Figure 1. Met2 routing.
Scale: 3 px per µm.
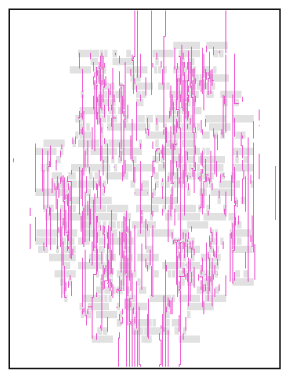
Figure 2. Pin placement.
Scale: 4 px per µm. Pins as bars across the die edge, other pins in gray.
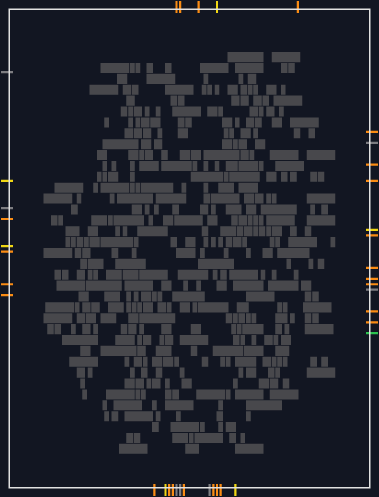
<file path="config.mk">
export PLATFORM = sky130hd
export DESIGN_NAME = bcd_digit_chain_flat
export DESIGN_NICKNAME = d
export VERILOG_FILES = /design/src/rtl/bcd_if.sv /design/src/rtl/bcd_digit_chain.sv /design/src/flat_wrapper.sv
export SDC_FILE = /design/constraint.sdc
export NUM_CORES = 1
export LEC_CHECK = 0
export ABC_AREA = 1
export ABC_CLOCK_PERIOD_IN_PS = 1900
export CORE_ASPECT_RATIO = 1.4
export CORE_MARGIN = 8
export CORE_UTILIZATION = 35
export DETAILED_ROUTE_END_ITERATION = 8
export DONT_BUFFER_PORTS = 1
export PLACE_DENSITY_LB_ADDON = 0.12
export SLEW_MARGIN = 10
export SYNTH_ARGS = -nofsm -noshare
export SYNTH_HDL_FRONTEND = slang
export SYNTH_SLANG_ARGS = --single-unit
</file>
<file path="constraint.sdc">
create_clock -name clk -period 1.9 [get_ports clk]
set_clock_uncertainty 0.15 [all_clocks]
set_input_delay 0.19 -clock clk [delete_from_list [all_inputs] [get_ports clk]]
set_output_delay 0.19 -clock clk [all_outputs]
set_load 0.005 [all_outputs]
</file>
<file path="src/rtl/bcd_if.sv">
// bcd_if: trigger-side controls and display-side results of the BCD digit chain.
interface bcd_if #(parameter int DIGITS = 6);
    logic                inc_clk;
    logic                ref_clk;
    logic [DIGITS-1:0]   digit_sel;
    logic                clear;
    logic [4*DIGITS-1:0] value;
    logic                value_valid;
    logic                busy;
    logic                overflow;
    modport master (
        output inc_clk, ref_clk, digit_sel, clear,
        input  value, value_valid, busy, overflow
    );
    modport slave (
        input  inc_clk, ref_clk, digit_sel, clear,
        output value, value_valid, busy, overflow
    );
endinterface

</file>
<file path="src/rtl/bcd_digit_chain.sv">
// bcd_digit_chain: BCD counter with one-digit-per-clock carry ripple and snapshot display register.
module bcd_digit_chain #(parameter int DIGITS = 6) (
    input logic clk,
    input logic reset,
    bcd_if.slave bus
);
    logic [4*DIGITS-1:0] digits, nxt;
    logic [DIGITS-1:0]   carry, cout;
    logic                ref_q;
    // carry[0] never sets, so digit 0 only ever sees its own increment
    for (genvar i = 0; i < DIGITS; i++) begin : g_d
        logic [4:0] sum;
        assign sum = {1'b0, digits[4*i +: 4]} + 5'(bus.inc_clk & bus.digit_sel[i]) + 5'(carry[i]);
        assign cout[i] = sum >= 5'd10;
        assign nxt[4*i +: 4] = cout[i] ? 4'(sum - 5'd10) : sum[3:0];
    end
    assign bus.busy = |carry;
    always_ff @(posedge clk) begin
        if (reset) begin
            digits          <= '0;
            carry           <= '0;
            ref_q           <= 1'b0;
            bus.value       <= '0;
            bus.value_valid <= 1'b0;
            bus.overflow    <= 1'b0;
        end else begin
            ref_q           <= bus.ref_clk;
            bus.value_valid <= ref_q;
            if (bus.ref_clk) bus.value <= digits;
            if (bus.clear) begin
                digits       <= '0;
                carry        <= '0;
                bus.overflow <= 1'b0;
            end else begin
                digits <= nxt;
                carry  <= {cout[DIGITS-2:0], 1'b0};
                if (cout[DIGITS-1]) bus.overflow <= 1'b1;
            end
        end
    end
endmodule

</file>
<file path="src/flat_wrapper.sv">
// flat-port wrapper written by rule: the top's interface ports become plain ports
module bcd_digit_chain_flat 
#(parameter int DIGITS = 6)
  (clk, reset, bus_inc_clk, bus_ref_clk, bus_digit_sel, bus_clear, bus_value, bus_value_valid, bus_busy, bus_overflow);
  bcd_if #(.DIGITS(DIGITS)) bus_i ();
  input logic clk;
  input logic reset;
  input wire logic [$bits(bus_i.inc_clk)-1:0] bus_inc_clk;
  input wire logic [$bits(bus_i.ref_clk)-1:0] bus_ref_clk;
  input wire logic [$bits(bus_i.digit_sel)-1:0] bus_digit_sel;
  input wire logic [$bits(bus_i.clear)-1:0] bus_clear;
  output wire logic [$bits(bus_i.value)-1:0] bus_value;
  output wire logic [$bits(bus_i.value_valid)-1:0] bus_value_valid;
  output wire logic [$bits(bus_i.busy)-1:0] bus_busy;
  output wire logic [$bits(bus_i.overflow)-1:0] bus_overflow;
  assign bus_i.inc_clk = bus_inc_clk;
  assign bus_i.ref_clk = bus_ref_clk;
  assign bus_i.digit_sel = bus_digit_sel;
  assign bus_i.clear = bus_clear;
  assign bus_value = bus_i.value;
  assign bus_value_valid = bus_i.value_valid;
  assign bus_busy = bus_i.busy;
  assign bus_overflow = bus_i.overflow;
  bcd_digit_chain #(.DIGITS(DIGITS)) u_core (.clk(clk), .reset(reset), .bus(bus_i));
endmodule
</file>
==> metrics.csv <==
metric,value,unit
finalSetupViolations,1,
ys_warn_count,0,
lay_top_count,nand2_1,
grt_pass1_vias,2330,
dr.pass1.iters,5,
hold_violations,0,
via_per_inst,4.76,
instances_no_fill,498,
grt_max_degree,41,
holdCritPathClass,input pin to flop,
swShare,23.9,%
p_per_area,595,nW/µm²
worst_pin_slew,0.411,ns
endpoint_kind,flop,
setup_slack,-0.00837,ns
track_usage,12.8,%
fin_nets,429,
cts_buffer_depth,2,
warnings,28,
rsz0062_at_grt,yes,
place_inst,476,
syn_inst,357,
cts_max_level,2,
cts_tree,built,
ys_cells,357,
synth_nets,386,
p_int,1.57,mW
routedWlPerCell,13.6,µm
ys_seq_share,42.1,%
drv_cap,0,
area_growth,30.2,%
wirelength,6800,µm
root_buffer,clkbuf_8,
grt-ovfl-total,0,
via_count,2372,
hold_ws,0.0281,ns
fmax,524,MHz
ff_type,dfxtp_1,
async_flop_share,0,%
diodes,0,
floorplan.rows,37,
slew_violations,0,
comb_power_share,7.7,%
seq_area,1130,µm²
crit_required,1.99,ns
slew-limit-headroom,72.5,%
start_kind,flop,
violations,setup timing,
dieArea,10700,µm²
cellLeakagePower,1.46,nW
synth_area,2660,µm²
clk_latency,0.31,ns
initial_core_util,36.2,%
ant_nets,0,
drt-initial-drc-count,114,
grt_pass1_wl,11000,µm
edf_count,0,
top_level_ports,38,
core,7360,µm²
path_clk_slew,0.09,ns
layout_top_cells,"50 x nand2_1, 45 x dfxtp_1, 41 x buf_4",
dp_hpwl,4650,µm
report.power.total,2.07,mW
ys.flops,56,
combGateArea,1550,µm²
ys_area,2660,µm²
irDropWorstVdd,0.289,mV
drc,0,
path_class,flop to flop,
drive_gt1_share,34.7,%
antenna_found_initial,0,
p_sw,0.493,mW
clockPowerShare,32.6,%
period_used_share,100,%
r2r_setup_slack,-0.008,ns
clock_sinks,56,
fin_crit,1.91,ns
status,"finished, violations left",
pwr-share-seq,59.7,%
numCtsBuffers,5,
cp_max_fo,3,
-- Figure 1 (at the start) --
longest straight run	47.9 µm
main direction	vertical

-- Figure 2 (at the start) --
color	port	pins	direction	edge
green	bus_inc_clk	1	input	east
orange	bus_value	24	output	9 east, 7 south, 4 west, 4 north
yellow	bus_digit_sel	6	input	2 south, 2 west, 1 north, 1 east
port buffer count: 0
Die Span X: 89.7 µm
Die H: 119 µm

-- area by class of cell --
class	instances	area share, %
flip-flops and latches	56	32.7
well taps	97	3.50
inverters	55	6.02
multi-input cells	237	44.8
clock buffers	8	2.60
repair buffers	45	10.4
-- worst max-delay path, cell delays in order, from the launching register on --
cell     delay (ns)
dfxtp_2        0.33
inv_2          0.04
fa_2           0.35
inv_2          0.08
ha_4           0.15
nand2_2        0.06
nand2_2        0.08
inv_2          0.04
ha_4           0.16
buf_4          0.13
nor2_2         0.09
nand2_1        0.06
a21oi_1        0.11
-- power groups by stage --
| stage | Sequential, mW | Combinational (mW) | Clock, mW |
|---|---|---|---|
| after floorplan | 1.25 | 0.0978 | 0 |
| after CTS | 1.23 | 0.153 | 0.714 |
| after detailed placement | 1.26 | 0.127 | 0 |
| final | 1.23 | 0.160 | 0.673 |
| after global routing | 1.24 | 0.184 | 0.760 |
| after global placement | 1.26 | 0.126 | 0 |
-- metal layers --
layer	GRT usage (%)	part of all wire, %	vias to the layer above
li1	-	-	1225
met1	13.0	41	1096
met2	23.4	51	44
met3	4.02	5.9	7
met4	5.21	2.0	0
met5	0	0	-
-- flip-flops by register name (all words and copies together) (netlist names) --
name,count
u_core.bus.value,24
u_core.digits,24
u_core.carry,5
u_core.bus.overflow,1
u_core.bus.value_valid,1
u_core.ref_q,1
-- metrics by stage --
stage	area, µm²	worst slack [ns]	setup TNS, ns	utilization, %
2_1_floorplan	2710	0.00529	0	-
6_report	3470	-0.00837	-0.00837	47.1
3_3_place_gp	3020	-0.132	-0.711	41.1
3_5_place_dp	3020	-0.149	-0.946	41.1
5_1_grt	3470	-0.107	-0.528	47.1
4_1_cts	3290	-0.0486	-0.0742	44.7
-- logic make-up (layout without fill, tap and decap cells) --
logic type,count (synthesis),count (layout),share of synthesized area [%]
flops,56,56,42.1
fa+ha+maj,18,18,9.86
simple gates,160,160,27.0
compound gates,59,59,11.8
buf+inv,64,108,9.21
-- repair_timing --
item | in CTS | in global routing
buffers inserted | 6 | 6
hold buffers | 2 | 0
endpoints found under the setup margin | 18 | 20
gates resized | 27 | 44
cloned | 0 | 0
pin swaps | 14 | 39
hold endpoints to repair | 26 | 0
-- synthesized netlist by cell type (all sizes together), types with 2 or more instances --
cell type / instances / area share [%]
a21oi: 26 / 4.9
a31oi: 3 / 0.70
buf: 2 / 0.47
clkbuf: 7 / 0.99
dfxtp: 56 / 42
fa: 5 / 3.8
ha: 13 / 6.1
inv: 54 / 7.6
nand2: 84 / 13
nand3: 14 / 2.8
nand3b: 4 / 1.1
nand4: 9 / 2.1
nor2: 42 / 6.2
nor3: 5 / 0.94
o21a: 3 / 0.85
o21ai: 26 / 5.0
-- final timing paths --
check,from,to,cells after the start
worst min register to register,u_core.ref_q$_SDFF_PP0_,u_core.bus.value_valid$_SDFF_PP0_,2
worst max register to register,u_core.digits[20]$_SDFF_PP0_,u_core.digits[23]$_SDFF_PP0_,12
worst min-delay path,bus_ref_clk,u_core.ref_q$_SDFF_PP0_,2
worst max-delay path,u_core.digits[20]$_SDFF_PP0_,u_core.digits[23]$_SDFF_PP0_,12
No activity file was given, so power comes from the tool's default toggle rates.
